## config.mk

```make
export PLATFORM = sky130hd
export DESIGN_NAME = spi_flash_responder
export DESIGN_NICKNAME = d
export VERILOG_FILES = /design/src/rtl/spi_flash_responder.sv
export SDC_FILE = /design/constraint.sdc
export NUM_CORES = 1
export LEC_CHECK = 0
export ABC_AREA = 1
export ABC_CLOCK_PERIOD_IN_PS = 3800
export CELL_PAD_IN_SITES_DETAIL_PLACEMENT = 0
export CELL_PAD_IN_SITES_GLOBAL_PLACEMENT = 2
export CORE_AREA = 2 2 132 121
export DETAILED_ROUTE_END_ITERATION = 10
export DIE_AREA = 0 0 134 123
export GPL_ROUTABILITY_DRIVEN = 0
export MAX_ROUTING_LAYER = met4
export PLACE_DENSITY = 0.83
export SLEW_MARGIN = 10
export SYNTH_ARGS = -nofsm -noshare
export SYNTH_HDL_FRONTEND = slang
export SYNTH_SLANG_ARGS = --single-unit
```

## constraint.sdc

```tcl
create_clock -name clk -period 3.8 [get_ports clk]
set_input_delay 0.76 -clock clk [delete_from_list [all_inputs] [get_ports clk]]
set_output_delay 0.76 -clock clk [all_outputs]
set_load 0.02 [all_outputs]
```

## src/rtl/spi_flash_responder.sv

```systemverilog
// Read-only SPI NOR flash emulator: oversamples a mode-0 SPI bus in the clk domain
// and serves 0x03/0x0B/0x05/0x9F from a 1-cycle-latency byte memory.
module spi_flash_responder #(
    parameter int          ADDR_W   = 24,
    parameter logic [23:0] JEDEC_ID = 24'hEF4016,
    parameter logic [7:0]  STATUS   = 8'h00
) (
    input  logic              clk,
    input  logic              reset,
    input  logic              spi_cs,
    input  logic              spi_sck,
    input  logic              spi_mosi,
    output logic              spi_miso,
    output logic              mem_rd_en,
    output logic [ADDR_W-1:0] mem_addr,
    input  logic [7:0]        mem_rd_data,
    output logic              busy,
    output logic              cmd_err
);

    typedef enum logic [2:0] {IDLE, CMD, ADDR, DUMMY, DATA, IGNORE} state_t;
    typedef enum logic [1:0] {MODE_READ, MODE_STATUS, MODE_JEDEC} mode_t;

    state_t      state;
    mode_t       mode;
    logic        fast;
    logic        armed;
    logic        rd_q;
    logic [4:0]  bit_cnt;
    logic [1:0]  jedec_idx;
    logic [7:0]  cmd_sh;
    logic [23:0] addr_sh;
    logic [7:0]  tx_sh;

    logic cs_p0, cs_p1, cs_p2;
    logic sck_p0, sck_p1, sck_p2;
    logic mosi_p0, mosi_p1;

    logic        sck_rise, sck_fall, cs_fall;
    logic [7:0]  cmd_next;
    logic [23:0] addr_next;

    function automatic logic [7:0] jedec_byte(input logic [1:0] idx);
        case (idx)
            2'd0:    return JEDEC_ID[23:16];
            2'd1:    return JEDEC_ID[15:8];
            2'd2:    return JEDEC_ID[7:0];
            default: return 8'h00;
        endcase
    endfunction

    // p0/p1: synchronizer, p2: previous sample for edge detection. Deliberately
    // not reset, so a reset with cs already low cannot fabricate a cs falling edge.
    always_ff @(posedge clk) begin
        cs_p0   <= spi_cs;
        cs_p1   <= cs_p0;
        cs_p2   <= cs_p1;
        sck_p0  <= spi_sck;
        sck_p1  <= sck_p0;
        sck_p2  <= sck_p1;
        mosi_p0 <= spi_mosi;
        mosi_p1 <= mosi_p0;
    end

    assign sck_rise  = sck_p1 & ~sck_p2;
    assign sck_fall  = ~sck_p1 & sck_p2;
    assign cs_fall   = ~cs_p1 & cs_p2;
    assign cmd_next  = {cmd_sh[6:0], mosi_p1};
    assign addr_next = {addr_sh[22:0], mosi_p1};

    always_ff @(posedge clk) begin
        if (reset) begin
            state     <= IDLE;
            mode      <= MODE_READ;
            fast      <= 1'b0;
            armed     <= 1'b0;
            rd_q      <= 1'b0;
            bit_cnt   <= '0;
            jedec_idx <= '0;
            spi_miso  <= 1'b0;
            mem_rd_en <= 1'b0;
            mem_addr  <= '0;
            busy      <= 1'b0;
            cmd_err   <= 1'b0;
        end else begin
            mem_rd_en <= 1'b0;
            rd_q      <= mem_rd_en;
            busy      <= armed & ~cs_p1;
            // armed only once cs has been seen high since reset, so a transfer
            // that was already running across reset is never decoded
            if (cs_p1)
                armed <= 1'b1;
            if (rd_q)
                tx_sh <= mem_rd_data;

            if (state != IDLE && cs_p1) begin
                state    <= IDLE;
                spi_miso <= 1'b0;
            end else begin
                case (state)
                    IDLE: begin
                        spi_miso <= 1'b0;
                        if (cs_fall && armed) begin
                            state   <= CMD;
                            bit_cnt <= '0;
                        end
                    end
                    CMD: begin
                        if (sck_rise) begin
                            cmd_sh  <= cmd_next;
                            bit_cnt <= bit_cnt + 5'd1;
                            if (bit_cnt == 5'd7) begin
                                bit_cnt <= '0;
                                case (cmd_next)
                                    8'h03: begin
                                        state <= ADDR;
                                        mode  <= MODE_READ;
                                        fast  <= 1'b0;
                                    end
                                    8'h0B: begin
                                        state <= ADDR;
                                        mode  <= MODE_READ;
                                        fast  <= 1'b1;
                                    end
                                    8'h05: begin
                                        state <= DATA;
                                        mode  <= MODE_STATUS;
                                        tx_sh <= STATUS;
                                    end
                                    8'h9F: begin
                                        state     <= DATA;
                                        mode      <= MODE_JEDEC;
                                        tx_sh     <= jedec_byte(2'd0);
                                        jedec_idx <= 2'd1;
                                    end
                                    default: begin
                                        state   <= IGNORE;
                                        cmd_err <= 1'b1;
                                    end
                                endcase
                            end
                        end
                    end
                    ADDR: begin
                        if (sck_rise) begin
                            addr_sh <= addr_next;
                            bit_cnt <= bit_cnt + 5'd1;
                            if (bit_cnt == 5'd23) begin
                                bit_cnt   <= '0;
                                mem_addr  <= addr_next[ADDR_W-1:0];
                                mem_rd_en <= 1'b1;
                                state     <= fast ? DUMMY : DATA;
                            end
                        end
                    end
                    DUMMY: begin
                        if (sck_rise) begin
                            bit_cnt <= bit_cnt + 5'd1;
                            if (bit_cnt == 5'd7) begin
                                bit_cnt <= '0;
                                state   <= DATA;
                            end
                        end
                    end
                    DATA: begin
                        if (sck_fall) begin
                            spi_miso <= tx_sh[7];
                            tx_sh    <= {tx_sh[6:0], 1'b0};
                        end else if (sck_rise) begin
                            bit_cnt <= bit_cnt + 5'd1;
                            if (bit_cnt == 5'd7) begin
                                bit_cnt <= '0;
                                // next byte must be in tx_sh before the following falling edge
                                case (mode)
                                    MODE_READ: begin
                                        mem_addr  <= mem_addr + ADDR_W'(1);
                                        mem_rd_en <= 1'b1;
                                    end
                                    MODE_STATUS: tx_sh <= STATUS;
                                    default: begin
                                        tx_sh <= jedec_byte(jedec_idx);
                                        if (jedec_idx != 2'd3)
                                            jedec_idx <= jedec_idx + 2'd1;
                                    end
                                endcase
                            end
                        end
                    end
                    default: begin
                        spi_miso <= 1'b0;
                    end
                endcase
            end
        end
    end

endmodule

```

Fig. 1: run 1, signal wires on met1
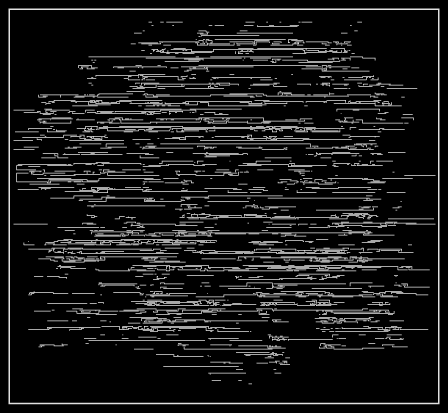
The layer holds 52% of the routed length. The wires run mostly horizontal.
vias: 4567
grt met1 use: 0.253
total detailed-routing wirelength: 13500 µm

Fig. 2: run 1, M2 wires
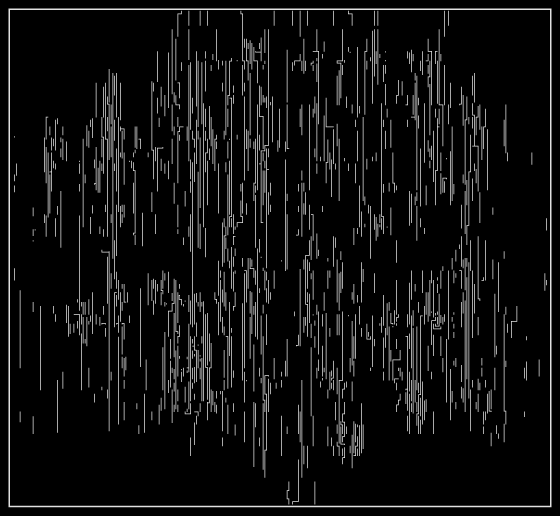
The layer carries 5610 µm of wire. The layer holds 42% of the routed length. 560 nets have wire on it. The longest straight run is 45.9 µm.

Fig. 3: run 1, met3 routing
Bar = 50 µm. Cells faint in the background.
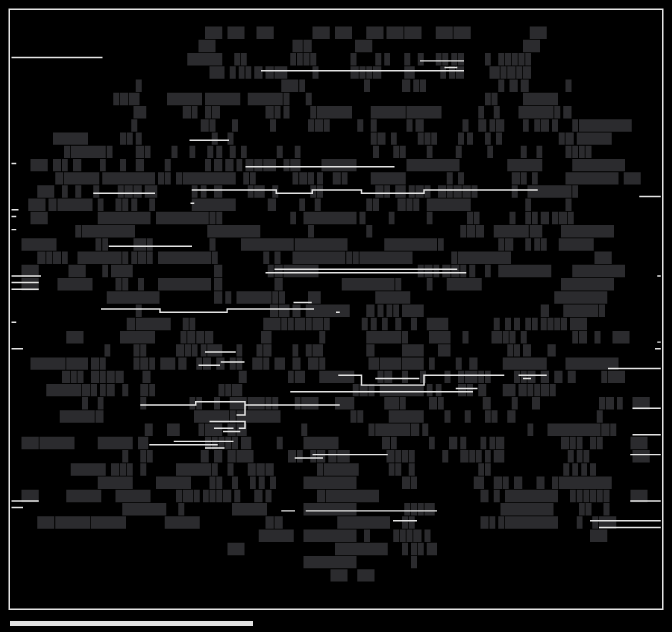
49 nets have wire on it. The layer carries 690 µm of wire. The longest straight run is 41.4 µm. The wires run mostly horizontal.
routing usage on met3: 0.0406

==> Table 3: Implementation characteristics, run 1 <==
Table: implementation figures

Parameter                              Value

Status
  Run status    finished, final reports clean

Detailed routing
  Uppermost signal routing layer after detailed routing    met4
  Met1 routed wirelength after detailed routing    7070 µm

Logic synthesis
  Yosys Warn Count    0
  Area share of the largest cell type after synthesis    0.233
  Dominant synthesized flop cell    sky130_fd_sc_hd__dfxtp_1
  Dominant kind of combinational cell    simple AND/OR/NAND/NOR gates
  Most repeated cell in the gate-level netlist after synthesis    sky130_fd_sc_hd__nand2_1
  Synth Area in Simple Gates    0.364
  Most frequent cells after synthesis    sky130_fd_sc_hd__nand2_1, sky130_fd_sc_hd__nor2_1, sky130_fd_sc_hd__inv_1
  MUX area fraction    0
  Register area share after synthesis    0.442

Pwr
  Relative contribution of sequential cells to total power    0.431
  Biggest power consumer among the groups    registers
  Power per unit of standard cell area    463 nW/µm²
  P_clk    0.884 mW
  Maximum vdd ir drop    0.254 mV
  Total power draw    2.67 mW

Finish
  Flip-flop count of the largest register after layout    24
  Most numerous logic cell after layout    sky130_fd_sc_hd__nand2_1
  Largest registers in the final layout    mem_addr (24), addr_sh (23), tx_sh (8)
  Commonest cells after routing, fill and taps aside    sky130_fd_sc_hd__nand2_1, sky130_fd_sc_hd__nor2_1, sky130_fd_sc_hd__inv_1
  Largest cell class by area    logic gates
  Area of combinational cells with multiple inputs    2400 µm²
  Flip-flops    89
  Flip-flop and latch share of the layout cell area    0.375
  Area taken by flip-flops and latches    2160 µm²
  Total number of nets in the final design    762
  Most flops, register    mem_addr

Worst setup path
  CP required    4.09 ns
  Number of buffer and inverter stages on the critical path    1
  R2r setup slk    1.19 ns
  Reg-to-Reg Start    state[0]
  Sequence of cells on the critical path    nor2_2 -> nand2_2 -> nand2_1 -> nand2_1 -> nor2_2 -> nand3_2 -> inv_1 -> o21ai_0 -> nor2_1
  Worst setup path category    flip-flop to flip-flop
  Max stage delay cell, worst path    sky130_fd_sc_hd__nand3_2
  Crit path max fanout    33
  Crit path DAT    2.90 ns

Placement
  Post-placement setup slack    1.20 ns
  Post-placement cell area    5490 µm²
  Port bufs    40

CTS
  Number of buffers created by CTS    9
  TritonCTS clock tree    yes
  Clock Root Buffer    sky130_fd_sc_hd__clkbuf_16

Floorplanning
  Row Count    43
  Io pins    41
  Horizontal die dimension    134 µm
  Die span in y    123 µm
  Area of the core region    15100 µm²

Final timing
  Maximum clock frequency    382 MHz
  Setup-violating endpoint count in the final report    0
  Total negative setup slack    0 ns
  Worst clock skew on the final layout    0.00807 ns
  Final tally of max-slew violations    0
  Least-Margin Pin Slew    0.834 ns

Global routing
  Leftover overflow at the end of global routing    0
  Largest net degree at the start of global routing    35
  Wire length of the first global-routing pass    22200 µm
==> run 1 -> run 2 <==
- ABC_CLOCK_PERIOD_IN_PS: 3800 -> 2400
- CORE_AREA: 2 2 132 121 -> 2 2 138 127
- DIE_AREA: 0 0 134 123 -> 0 0 140 129
- PLACE_DENSITY: 0.83 -> 0.79
- clock period: 3.8 -> 2.4 ns (I/O delays scaled with it)
==> run 2 against run 1 <==
Against the previous run: maximum frequency up 28%; power up 58%; clock power up 54%; non-clock buffer count up 10; hold slack better by 0.0051 ns; core utilization down 2.8 points; the run now ends with DRC left; register-to-register slack worse by 0.83 ns; critical path depth down 1; largest cell class unchanged; worst setup slack worse by 0.83 ns; synthesized cell count unchanged.
==> Table 3: Implementation characteristics, run 2 <==
Table: implementation figures

Parameter                              Value

Worst setup path
  Number of buffer and inverter stages on the critical path    1 (unchanged)
  CP required    2.50 ns (-1.59 ns)
  Launching element of the worst setup path    state[0]
  Worst setup path category    flip-flop to flip-flop
  Sequence of cells on the critical path    nor2_2 -> nand2_2 -> nand2_1 -> nand2_1 -> inv_1 -> o21ai_0 -> a21oi_1 -> a21oi_1
  Reg-to-Reg Start    state[0]
  Crit path DAT    2.14 ns (-0.76 ns)
  R2r setup slk    0.36 ns (-0.83 ns)
  Crit path max fanout    12 (-64%)
  Max stage delay cell, worst path    sky130_fd_sc_hd__dfxtp_1

CTS
  Clock-pin transition on the worst setup and hold timing paths    0.07 ns
  Clock Root Buffer    sky130_fd_sc_hd__clkbuf_16
  H-tree levels    3
  Number of buffers created by CTS    9 (unchanged)
  TritonCTS clock tree    yes
  Setup Fix Bufs, Post-CTS    0

Pwr
  Relative contribution of sequential cells to total power    0.432 (about the same)
  Internal portion of total power    2.77 mW
  Power per unit of standard cell area    718 nW/µm² (+55%)
  Clock share of power    0.322
  Combinational group share of total power    0.246
  Switch share    0.344
  Maximum vdd ir drop    0.346 mV (+36%)
  Biggest power consumer among the groups    registers
  Total power draw    4.22 mW (+58%)
  Reported leakage power    2.27 nW
  P_clk    1.36 mW (+54%)

Worst hold path
  Tightest Hold Check Type    flip-flop to flip-flop
  Worst-case hold path end point    mosi_p1

Global routing
  Wire length of the first global-routing pass    22600 µm (+2.1%)
  Routing usage on met3    0.0234 (-0.0171)
  Largest net degree at the start of global routing    34 (-2.9%)
  Leftover overflow at the end of global routing    0 (unchanged)

Logic synthesis
  Dominant kind of combinational cell    simple AND/OR/NAND/NOR gates
  Register area share after synthesis    0.442 (unchanged)
  Synth Area in Simple Gates    0.364 (unchanged)
  MUX area fraction    0 (unchanged)
  Area share of the largest cell type after synthesis    0.233 (unchanged)
  Yosys Warn Count    0 (unchanged)
  Count of flip-flops with a built-in enable after synthesis    38
  Dominant synthesized flop cell    sky130_fd_sc_hd__dfxtp_1
  Number of instances in the synthesized netlist    702
  Average instance area after synthesis    6.96 µm²
  Most repeated cell in the gate-level netlist after synthesis    sky130_fd_sc_hd__nand2_1
  Most frequent cells after synthesis    sky130_fd_sc_hd__nand2_1, sky130_fd_sc_hd__nor2_1, sky130_fd_sc_hd__inv_1
  Library cell with the largest summed area after synthesis    sky130_fd_sc_hd__edfxtp_1

Finish
  Largest registers in the final layout    mem_addr (24), addr_sh (23), tx_sh (8)
  Non-clock buffer instance count of the final layout    53
  Layout area overhead    20.3%
  Most numerous logic cell after layout    sky130_fd_sc_hd__nand2_1
  Flip-flops    89 (unchanged)
  Commonest cells after routing, fill and taps aside    sky130_fd_sc_hd__nand2_1, sky130_fd_sc_hd__nor2_1, sky130_fd_sc_hd__inv_1
  Total number of nets in the final design    772 (+1.3%)
  Most flops, register    mem_addr
  Area of combinational cells with multiple inputs    2410 µm² (+0.26%)
  Finished Layout Cells    967
  Clock buffer cells    9
  Flip-flop count of the largest register after layout    24 (unchanged)
  Largest cell class by area    logic gates

Final timing
  Least-Margin Pin Slew    0.546 ns (-0.288 ns)
  Final tally of max-slew violations    0 (unchanged)
  Worst clock skew on the final layout    0.00788 ns (-0.000190 ns)
  Maximum clock frequency    489 MHz (+28%)
  Setup-violating endpoint count in the final report    0 (unchanged)
  Total negative setup slack    0 ns (unchanged)

Floorplanning
  Die span in y    129 µm (+4.9%)
  Floorplan utilization    0.294
  Row Count    45 (+4.7%)
  Die area    18100 µm²
  Area of the core region    16600 µm² (+9.9%)
  Io pins    41 (unchanged)
  Horizontal die dimension    140 µm (+4.5%)

Detailed routing
  Met1 routed wirelength after detailed routing    7470 µm (+5.6%)
  WL met2    5710 µm
  Vias    4580 (+0.28%)
  Number of remaining DRC errors    2
  Uppermost signal routing layer after detailed routing    met4
  Total detailed-routing wirelength    13800 µm (+2.1%)

Job
  Number of warnings the tools reported    31

Placement
  Post-placement setup slack    0.383 ns (-0.822 ns)
  Post-placement cell area    5600 µm² (+2.1%)
  Port bufs    40 (unchanged)

Status
  Run status    complete, but fails checks
  Failing checks    DRC
Fig. 4: run 2, sequential cells grouped by signal name
Bar = 50 µm. Other sequential cells in the stronger gray, the rest of the logic in the fainter gray.
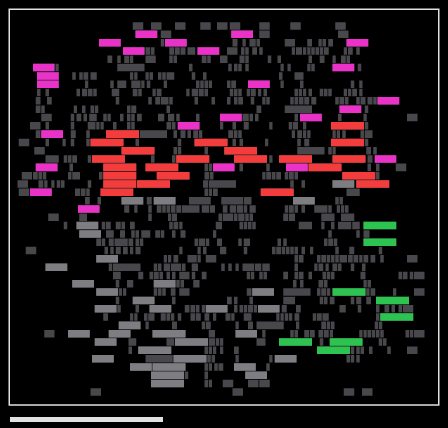
Key: `mem_addr` = magenta [flops 24]; `tx_sh` = green [flops 8, where bottom right]; `addr_sh` = red [flops 23]
area taken by flip-flops and latches: 2160 µm²
flip-flop and latch share of the layout cell area: 0.368
Util after Layout: 0.354
power consumed by sequential cells: 1.82 mW

Fig. 5: run 2, congestion heat map
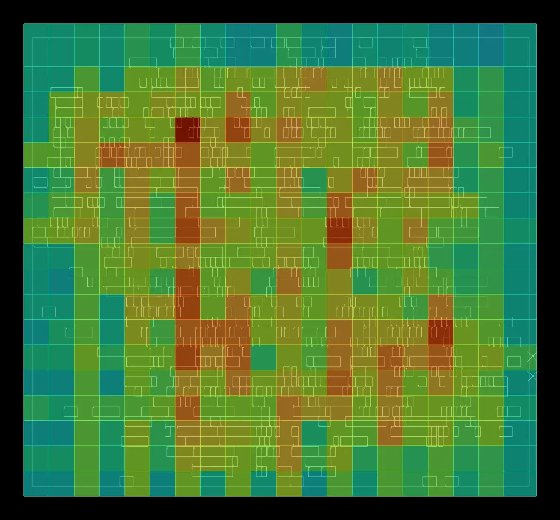
met2 demand-to-capacity share in global routing: 0.237
GRT Total Usage: 0.163
GRT Max-Usage Layer: met2
final routed wire length divided by cell count: 14.3 µm
grt met1 use: 0.234

No activity file was given, so power comes from the tool's default toggle rates.
